### src/rtl/fetch_stage.sv
// Instruction-fetch stage: owns the PC, issues one word-aligned request at a
// time and presents each returned instruction with its PC through a valid/ready slot.
module fetch_stage #(
  parameter int unsigned     XLEN     = 32,
  parameter logic [XLEN-1:0] RESET_PC = '0
) (
  input  logic            clk_i,
  input  logic            rst_ni,
  input  logic            stall_i,
  input  logic            redirect_valid_i,
  input  logic [XLEN-1:0] redirect_pc_i,
  output logic            imem_req_valid_o,
  output logic [XLEN-1:0] imem_req_addr_o,
  input  logic            imem_req_ready_i,
  input  logic            imem_rsp_valid_i,
  input  logic [31:0]     imem_rsp_data_i,
  output logic            if_valid_o,
  output logic [XLEN-1:0] if_pc_o,
  output logic [31:0]     if_instr_o,
  input  logic            if_ready_i,
  output logic [1:0]      dbg_state_o
);

  typedef enum logic [1:0] {
    S_IDLE  = 2'd0,
    S_REQ   = 2'd1,
    S_WAIT  = 2'd2,
    S_DRAIN = 2'd3
  } state_e;

  state_e          state_q, state_d;
  logic [XLEN-1:0] pc_q, pc_d;
  logic [XLEN-1:0] req_pc_q, req_pc_d;
  logic            if_valid_q, if_valid_d;
  logic [XLEN-1:0] if_pc_q, if_pc_d;
  logic [31:0]     if_instr_q, if_instr_d;

  logic            slot_free;
  logic            consume;
  logic            req_valid;
  logic            req_fire;
  logic [XLEN-1:0] redirect_target;
  logic            unused_redirect_bits;

  // Handshakes: a transfer happens in any cycle where valid && ready are both
  // high at the rising edge; valid never waits on ready, and a held output
  // (if_valid && !if_ready) keeps if_pc/if_instr stable until consumed.
  assign slot_free       = !if_valid_q || if_ready_i;
  assign consume         = if_valid_q && if_ready_i;
  assign req_valid       = (state_q == S_REQ) && !stall_i && !redirect_valid_i && slot_free;
  assign req_fire        = req_valid && imem_req_ready_i;
  assign redirect_target = {redirect_pc_i[XLEN-1:2], 2'b00};
  assign unused_redirect_bits = ^redirect_pc_i[1:0];

  always_comb begin
    state_d    = state_q;
    pc_d       = pc_q;
    req_pc_d   = req_pc_q;
    if_valid_d = if_valid_q;
    if_pc_d    = if_pc_q;
    if_instr_d = if_instr_q;

    if (redirect_valid_i) begin
      // A redirect kills everything, including a response arriving this cycle.
      pc_d       = redirect_target;
      if_valid_d = 1'b0;
      unique case (state_q)
        S_IDLE:  state_d = S_REQ;
        S_REQ:   state_d = S_REQ;
        S_WAIT:  state_d = imem_rsp_valid_i ? S_REQ : S_DRAIN;
        S_DRAIN: state_d = imem_rsp_valid_i ? S_REQ : S_DRAIN;
        default: state_d = S_IDLE;
      endcase
    end else begin
      unique case (state_q)
        S_IDLE: state_d = S_REQ;
        S_REQ: begin
          if (consume) begin
            if_valid_d = 1'b0;
          end
          if (req_fire) begin
            req_pc_d = pc_q;
            pc_d     = pc_q + XLEN'(4);
            state_d  = S_WAIT;
          end
        end
        S_WAIT: begin
          if (imem_rsp_valid_i) begin
            if_valid_d = 1'b1;
            if_pc_d    = req_pc_q;
            if_instr_d = imem_rsp_data_i;
            state_d    = S_REQ;
          end
        end
        S_DRAIN: begin
          if (imem_rsp_valid_i) begin
            state_d = S_REQ;
          end
        end
        default: state_d = S_IDLE;
      endcase
    end
  end

  always_ff @(posedge clk_i or negedge rst_ni) begin
    if (!rst_ni) begin
      state_q    <= S_IDLE;
      pc_q       <= RESET_PC;
      req_pc_q   <= '0;
      if_valid_q <= 1'b0;
      if_pc_q    <= '0;
      if_instr_q <= '0;
    end else begin
      state_q    <= state_d;
      pc_q       <= pc_d;
      req_pc_q   <= req_pc_d;
      if_valid_q <= if_valid_d;
      if_pc_q    <= if_pc_d;
      if_instr_q <= if_instr_d;
    end
  end

  assign imem_req_valid_o = req_valid;
  assign imem_req_addr_o  = pc_q;
  assign if_valid_o       = if_valid_q;
  assign if_pc_o          = if_pc_q;
  assign if_instr_o       = if_instr_q;
  assign dbg_state_o      = state_q;

endmodule

### config.mk
export PLATFORM = sky130hd
export DESIGN_NAME = fetch_stage
export DESIGN_NICKNAME = d
export VERILOG_FILES = /design/src/rtl/fetch_stage.sv
export SDC_FILE = /design/constraint.sdc
export NUM_CORES = 1
export LEC_CHECK = 0
export CORE_MARGIN = 2
export CORE_UTILIZATION = 47
export DETAILED_ROUTE_END_ITERATION = 8
export HOLD_SLACK_MARGIN = 0.06
export PLACE_DENSITY = 0.81
export RECOVER_POWER = 25
export SLEW_MARGIN = 0
export SYNTH_ARGS = -nofsm -noshare
export SYNTH_HDL_FRONTEND = slang
export SYNTH_SLANG_ARGS = --single-unit
### constraint.sdc
create_clock -name clk_i -period 2 [get_ports clk_i]
set_input_delay 0.4 -clock clk_i [delete_from_list [all_inputs] [get_ports clk_i]]
set_output_delay 0.4 -clock clk_i [all_outputs]
set_load 0.02 [all_outputs]
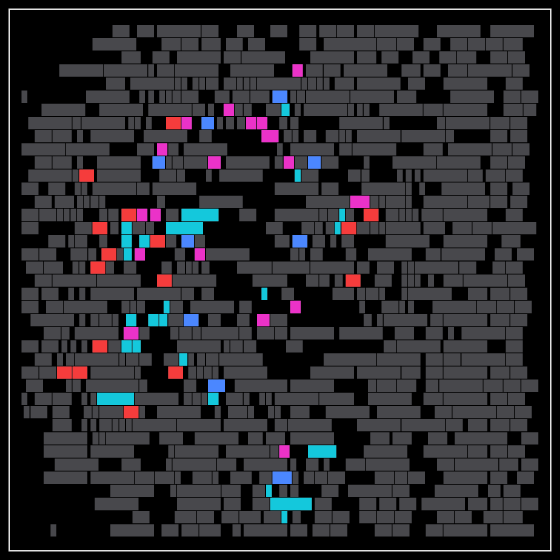
Fig. 1. Gate-type map (run 1).
[AND-OR and OR-AND gates] blue | cells: 9
[NOR gates] cyan | cells: 24
[XOR/XNOR gates] red | cells: 16
[AND and OR gates] magenta | cells: 18

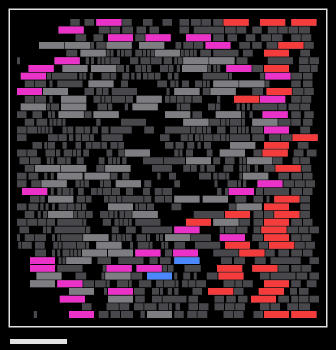
Fig. 2. Sequential cells grouped by signal name (run 1).
The bar under the picture is 20 um long. Other sequential cells in the stronger gray, the rest of the logic in the fainter gray.
[`dbg_state_o`] blue | flops: 2
[`if_instr_o`] red | flops: 32 | where: a vertical strip on the right
[`if_pc_o`] magenta | flops: 30 | where: spread over the die

==> metrics.csv, run 1 <==
stage,metric,value,unit
run_status,status,"finished, final reports clean",
placement,Setup WS pre-CTS,-0.330,ns
placement,IO Port Bufs,164,
sta,final hold vios,0,
sta,setup TNS,0,ns
placement,Post-DP Area,7610,um^2
floorplanning,Die X,112,um
critical_path,Slowest cell on crit path,clkdlybuf4s50_1,
critical_path,"Cell Chain, Critical Path",buf_4 -> clkdlybuf4s50_1,
drt,1st-pass router iterations,4,
finish,Antenna diodes,0,
synth,"Top FF cell, synth",dfrtp_1,
sta,Final Critical Period,1.95,ns
power,Pwr top,clock,
clock_network,PostCTS Resize Cnt,6,
global_route,GR Layer Usage met3,0.0751,
power,P_int,5940,uW
global_route,met2 usage,0.407,
critical_path,kind of critical path,flop to output port,
critical_path,crit path DAT,1.55,ns
sta,worst-margin pin slew,0.975,ns
finish,most numerous logic cell after layout,clkdlybuf4s50_1,
critical_path,Worst path depth,2,
synth,Flops after synth,125,
flow_run,max-cap violations,0,
drt,uppermost routed layer,met4,
synth,Post-synth EDFFs,0,
clock_network,clock latency on the worst-skew pair,0.41,ns
power,Clk pwr share,0.422,
synth,Mapped Avg Cell Area,11.4,um^2
power,Flop pwr share,0.390,
power,Comb pwr share,0.188,
synth,Syn Inst Count,479,
floorplanning,Core ar.,11400,um^2
sta,max-slew violation count,0,
power,sw frac,0.257,
clock_network,total CTS buffers,17,
sta,Final WS setup,0.0504,ns
drt,vias,4391,
clock_network,htree depth,4,
synth,Top-area cell share,0.573,
floorplanning,FP Rows,39,
finish,post-layout utilization of the core,0.726,
critical_path,Setup crit start kind,flop,
clock_network,CTS tree,done,
power,post-layout power,8000,uW
power,clk pwr,3380,uW
sta,final setup vio count,0,
global_route,vias in the first global route,4680,
finish,synthesis-to-finish area growth,51.2,%
placement,post-DP HPWL,10300,um
drt,drt initial violations,243,
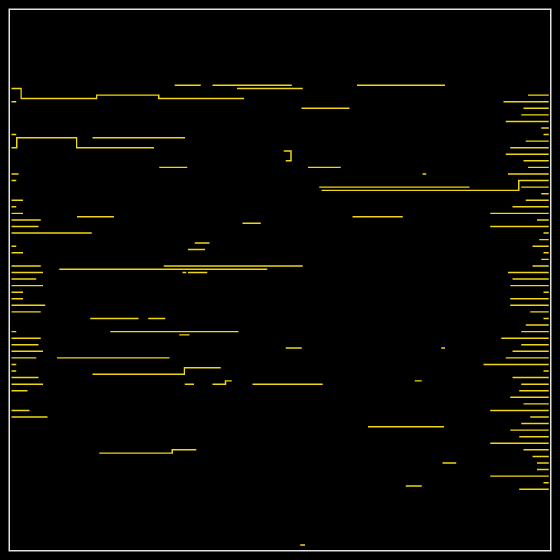
Fig. 3. Signal wires on met3 (run 1).
longest straight run: 42.8 um
nets with wire on the layer: 115

## run 1: cells by family (layout without fill, tap and decap cells)
kind of cell    Yosys count  after routing  share of synthesized area
flops                   125            125                      0.573
xor+xnor                 16             16                     0.0257
compound gates           55             55                     0.0614
buf+inv                  34            257                     0.0334
simple gates            183            183                      0.172
fa+ha+maj                 1              1                    0.00229
other cells               1              4                   0.000686
mux                      64             64                      0.131
## run 1: synth_stat cells, drive strengths merged, types with 2 or more instances
cell type / number
xnor2: 13
and4: 2
o21bai: 2
mux2: 62
inv: 7
and2: 5
nand3: 16
nand2: 113
xor2: 3
nor4: 10
nand4: 10
a211o: 3
o22ai: 2
dfrtp: 125
clkbuf: 10
nor2: 7
buf: 17
a2bb2oi: 2
a21oi: 8
nor3: 6
o21ai: 28
and3: 7
or3: 2
mux2i: 2
a21o: 3
## run 1: cell type report
class | count | area [um^2] | share of cell area
Clock buffer | 21 | 470 | 0.0570
Clock inverter | 11 | 188 | 0.0227
Inverter | 7 | 26.3 | 0.00318
Multi-Input combinational cell | 323 | 2170 | 0.263
Sequential cell | 125 | 3130 | 0.379
Tap cell | 143 | 179 | 0.0217
Timing Repair Buffer | 218 | 2100 | 0.254
## run 1: sequential cells by signal (all words and copies together) (netlist names)
register	cells
if_valid_o	1
imem_req_addr_o	30
dbg_state_o	2
if_instr_o	32
if_pc_o	30
req_pc_q	30
## run 1: path summary, 6_finish.rpt
check,startpoint,to,slack [ns]
max,imem_req_addr_o[2],imem_req_addr_o[2],0.05
min,rst_ni,if_instr_o[28],0.42
max reg2reg,imem_req_addr_o[8],imem_req_addr_o[12],0.08
min reg2reg,req_pc_q[28],req_pc_q[28],0.48
max in group asynchronous,rst_ni,req_pc_q[13],0.34
min in group clk_i,req_pc_q[28],req_pc_q[28],0.48
==> run 2, diff against run 1 <==
--- a/config.mk
+++ b/config.mk
@@ -8,6 +8,7 @@
 export CORE_MARGIN = 2
 export CORE_UTILIZATION = 47
 export DETAILED_ROUTE_END_ITERATION = 8
+export GPL_TIMING_DRIVEN = 1
 export HOLD_SLACK_MARGIN = 0.06
 export PLACE_DENSITY = 0.81
 export RECOVER_POWER = 25
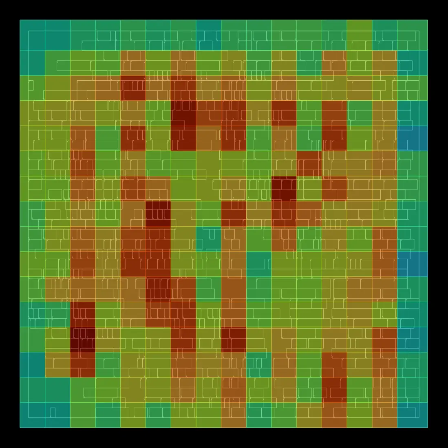
Fig. 4. Routing congestion map (run 2).
Total GRT Usage: 0.245
Routed wire per std cell: 17.1 um
grt met1 use: 0.307

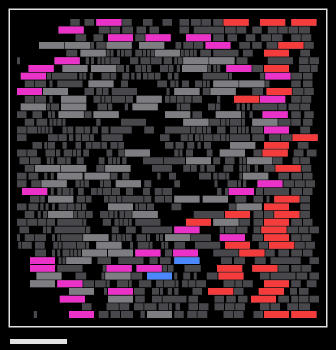
Fig. 5. Sequential cells grouped by signal name (run 2).
The bar under the picture is 20 um long. Other sequential cells in the stronger gray, the rest of the logic in the fainter gray.
[`if_pc_o`] magenta | flops: 30 | where: spread over the die
[`if_instr_o`] red | flops: 32 | where: a vertical strip on the right
[`dbg_state_o`] blue | flops: 2
not colored: 61

==> run 2 against run 1 <==
Utilization unchanged; fmax unchanged; synthesized cell count unchanged; clock skew unchanged; global-route usage unchanged; largest power group unchanged; die size unchanged; synthesized area unchanged; first-iteration DRC count unchanged; register-to-register slack about the same; sequential power about the same; clock-buffer cell count unchanged; combinational power about the same; highest routed layer unchanged.
==> metrics.csv, run 2 <==
stage,metric,value,unit,change
run_status,status,"finished, final reports clean",,
sta,final setup vio count,0,,unchanged
drt,vias,4391,,unchanged
critical_path,CP startpoint,imem_req_addr_o[2],,
placement,IO Port Bufs,164,,unchanged
finish,number of flip-flops in the largest register,32,,unchanged
sta,Final WS setup,0.0504,ns,unchanged
synth,Syn Inst Count,479,,unchanged
flow_run,max-cap violations,0,,unchanged
global_route,vias in the first global route,4680,,unchanged
critical_path,Slowest cell on crit path,clkdlybuf4s50_1,,
critical_path,r2r startpoint,imem_req_addr_o[8],,
synth,Post-synth EDFFs,0,,unchanged
clock_network,htree depth,4,,unchanged
finish,Sequential Area,3130,um^2,unchanged
finish,Combinational Area,2170,um^2,unchanged
critical_path,crit path DAT,1.55,ns,about the same
clock_network,clock latency on the worst-skew pair,0.41,ns,about the same
synth,Mapped Avg Cell Area,11.4,um^2,unchanged
placement,Post-DP Area,7610,um^2,unchanged
synth,"Top FF cell, synth",dfrtp_1,,
finish,most numerous logic cell after layout,clkdlybuf4s50_1,,
sta,final hold vios,0,,unchanged
clock_network,CTS tree,done,,
sta,worst-margin pin slew,0.975,ns,unchanged
synth,Flops after synth,125,,unchanged
finish,synthesis-to-finish area growth,51.2,%,unchanged
clock_network,total CTS buffers,17,,unchanged
synth,most frequent cell after synthesis,dfrtp_1,,
critical_path,kind of critical path,flop to output port,,
critical_path,Setup crit start kind,flop,,
placement,post-DP HPWL,10300,um,unchanged
floorplanning,Core ar.,11400,um^2,unchanged
floorplanning,FP Rows,39,,unchanged
critical_path,"Cell Chain, Critical Path",buf_4 -> clkdlybuf4s50_1,,
-- run 2: cell type report --
class,instances,share of cell area
Clock buffer,21,0.0570
Sequential cell,125,0.379
Multi-Input combinational cell,323,0.263
Inverter,7,0.00318
Timing Repair Buffer,218,0.254
Tap cell,143,0.0217
Clock inverter,11,0.0227
-- run 2: worst paths after layout --
kind,cells after the start,slack [ns],endpoint
max in group asynchronous,3,0.34,req_pc_q[13]
worst max register to register,5,0.08,imem_req_addr_o[12]
min in group clk_i,2,0.48,req_pc_q[28]
worst max-delay path,2,0.05,imem_req_addr_o[2]
worst min register to register,2,0.48,req_pc_q[28]
worst min-delay path,2,0.42,if_instr_o[28]
-- run 2: through the flow --
step / power (uW) / hold WS, ns / util / setup TNS [ns]
after floorplan: 3820 / 0.104 / - / 0
after global placement: 4610 / 0.313 / 0.669 / -5.34
after detailed placement: 4680 / 0.321 / 0.669 / -7.23
after CTS: 8100 / 0.421 / 0.728 / 0
after global routing: 8350 / 0.420 / 0.726 / 0
final: 8000 / 0.416 / 0.726 / 0
-- run 2: power by group --
group	internal, uW	switching (uW)
sequential	2880	241
clock	2300	1080
combinational	762	742
total	5940	2060
-- run 2: logic make-up after synthesis --
family	Yosys count	share of synthesized area
xor gates and xnor gates	16	0.0257
DFF	125	0.573
and+or+nand+nor	183	0.172
adders and majority gates	1	0.00229
AOI/OAI and AO/OA	55	0.0614
buffers and inverters	34	0.0334
other	1	0.000686
muxes	64	0.131
-- run 2: per-layer routing --
metal / track usage / up-vias / wire length (um)
met1: 0.307 / 2135 / 6030
li1: - / 2079 / -
met3: 0.0751 / 15 / 981
met2: 0.407 / 162 / 7310
met5: 0 / - / 0
met4: 0.0790 / 0 / 170
Fig. 6: run 2, the metal 2 layer
The bar under the picture is 20 um long.
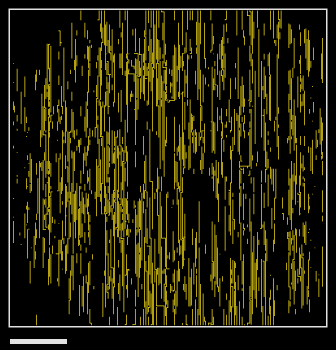

==> run 3, diff against run 2 <==
--- a/config.mk
+++ b/config.mk
@@ -5,8 +5,9 @@
 export SDC_FILE = /design/constraint.sdc
 export NUM_CORES = 1
 export LEC_CHECK = 0
+export ABC_AREA = 1
 export CORE_MARGIN = 2
-export CORE_UTILIZATION = 47
+export CORE_UTILIZATION = 48
 export DETAILED_ROUTE_END_ITERATION = 8
 export GPL_TIMING_DRIVEN = 1
 export HOLD_SLACK_MARGIN = 0.06
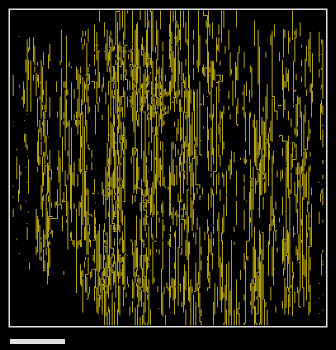
Fig. 7. The metal 2 layer (run 3).
The bar under the picture is 20 um long.
main direction: vertical
share of all routed wire: 49%
longest straight run: 49.6 um

==> run 3 against run 2 <==
Hold slack better by 0.070 ns; utilization down 2.1 points; final area up 2.1%; synthesized cell count up 34%; first-iteration DRC count up 35%; worst setup slack about the same; final cell count up 16%; critical path type unchanged; largest cell class unchanged; largest power group unchanged; highest routed layer unchanged.
==> metrics.csv, run 3 <==
stage,metric,value,unit,change
critical_path,Setup crit start kind,flop,,
power,Flop pwr share,0.393,,+0.003
sta,worst-margin pin slew,0.844,ns,-0.132 ns
sta,WHS,0.485,ns,+0.0697 ns
power,sw frac,0.285,,+0.0274
critical_path,R2R Setup Slk,0.21,ns,+0.13 ns
drt,vias,5117,,+17%
power,P_int,5910,uW,-0.62%
critical_path,Slowest cell on crit path,clkdlybuf4s50_1,,
finish,post-layout utilization of the core,0.705,,-0.0215
power,Comb pwr share,0.214,,+0.026
placement,dpl cells,948,,
sta,setup TNS,0,ns,unchanged
clock_network,PostCTS Resize Cnt,2,,
finish,most numerous logic cell after layout,nand2_1,,
sta,final hold vios,0,,unchanged
floorplanning,io pins,171,,
finish,layout cell share with drive strength beyond 1,0.156,,
critical_path,r2r worst-path depth,10,,+5
floorplanning,DIE AREA,13100,um^2,
critical_path,crit path DAT,1.55,ns,about the same
synth,Syn Inst Count,640,,+34%
clock_network,# hold bufs at CTS,1,,
power,Clk pwr share,0.393,,-0.029
critical_path,kind of critical path,flop to output port,,
power,P_sw,2350,uW,+14%
power,comb pwr,1770,uW,+18%
synth,Yosys Chip Area,5860,um^2,
placement,post-DP HPWL,12000,um,+17%
finish,number of flip-flops in the largest register,32,,unchanged
clock_network,root buffer cell,clkbuf_16,,
power,sequential power,3240,uW,+4%
synth,Mapped Avg Cell Area,9.16,um^2,-20%
critical_path,Worst R2R End,imem_req_addr_o[28],,
clock_network,Worst-path clk slew,0.06,ns,
power,clk pwr,3250,uW,-4%
finish,synthesis-to-finish area growth,43.8,%,
synth,Post-synth EDFFs,0,,unchanged
drt,Routed wire per std cell,16.8,um,-1.7%
min_path,hold path depth,2,,
power,post-layout power,8260,uW,+3.2%
global_route,vias in the first global route,5207,,+11%
run_status,status,"finished, final reports clean",,
critical_path,r2r startpoint,imem_req_addr_o[3],,
sta,final setup vio count,0,,unchanged
power,Pwr top,clock,,
flow_run,max-cap violations,0,,unchanged
floorplanning,FP Rows,40,,+2.6%
synth,"Top FF cell, synth",dfrtp_1,,
placement,IO Port Bufs,164,,unchanged
critical_path,"Cell Chain, Critical Path",clkdlybuf4s50_1,,
clock_network,CTS tree,done,,
synth,Flops after synth,125,,unchanged
placement,Post-DP Area,7790,um^2,+2.4%
min_path,hold endpoint,if_pc_o[24],,
floorplanning,Core ar.,12000,um^2,+5.2%
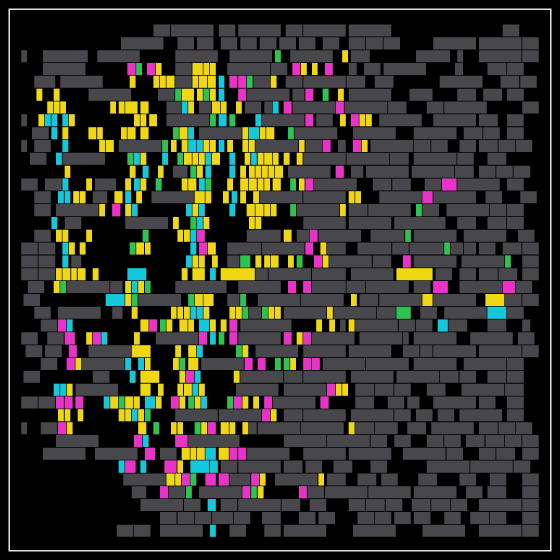
Fig. 8. Gate-type map (run 3).
[NOR gates] cyan | cells: 75
[NAND gates] yellow | cells: 231
[inverters] green | cells: 50
[inverting AOI/OAI gates] magenta | cells: 70

[run 3: cell count changes after synthesis, sizes merged, moves of 10 or more]
cell	previous run	this run
inv	7	48
nand2	113	181
nand3	16	41
nor2	7	71
nor4	10	0
o21ai	28	53
xnor2	13	0
[run 3: worst max path at each step]
stage | endpoint | startpoint | slack, ns
after floorplan | req_pc_q[10] | dbg_state_o[0] | 0.38
after global placement | imem_req_valid_o | redirect_valid_i | -0.19
after detailed placement | imem_req_valid_o | redirect_valid_i | -0.19
after CTS | imem_req_addr_o[11] | imem_req_addr_o[11] | 0.009
after global routing | imem_req_addr_o[20] | imem_req_addr_o[20] | 0.007
final | imem_req_addr_o[16] | imem_req_addr_o[16] | 0.05
[run 3: area by class of cell]
cell class / instances / area [um^2] / area share
flip-flops and latches: 125 / 3130 / 0.371
well taps: 147 / 184 / 0.0218
clock inverters: 11 / 165 / 0.0196
clock buffers: 21 / 460 / 0.0546
multi-input cells: 441 / 2390 / 0.284
inverters: 50 / 195 / 0.0232
repair buffers: 186 / 1900 / 0.226
[run 3: layer usage]
| metal | track usage | vias up | routed length, um |
|---|---|---|---|
| met5 | 0 | - | 0 |
| met4 | 0.0911 | 0 | 252 |
| met3 | 0.0683 | 19 | 1290 |
| met2 | 0.447 | 239 | 8110 |
| met1 | 0.317 | 2423 | 6830 |
| li1 | - | 2436 | - |
[run 3: kinds of logic (layout without fill, tap and decap cells)]
kind of cell	count (synthesis)	count (layout)	synth area share
XOR/XNOR	2	2	0.00299
flip-flops	125	125	0.534
buffers and inverters	77	268	0.0625
adder cells (fa/ha/maj)	1	1	0.00213
AND-OR/OR-AND	70	70	0.0636
other	1	4	0.000640
AND/OR/NAND/NOR	308	308	0.227
multiplexers	56	56	0.108
Power is estimated from default activity; no workload was simulated.
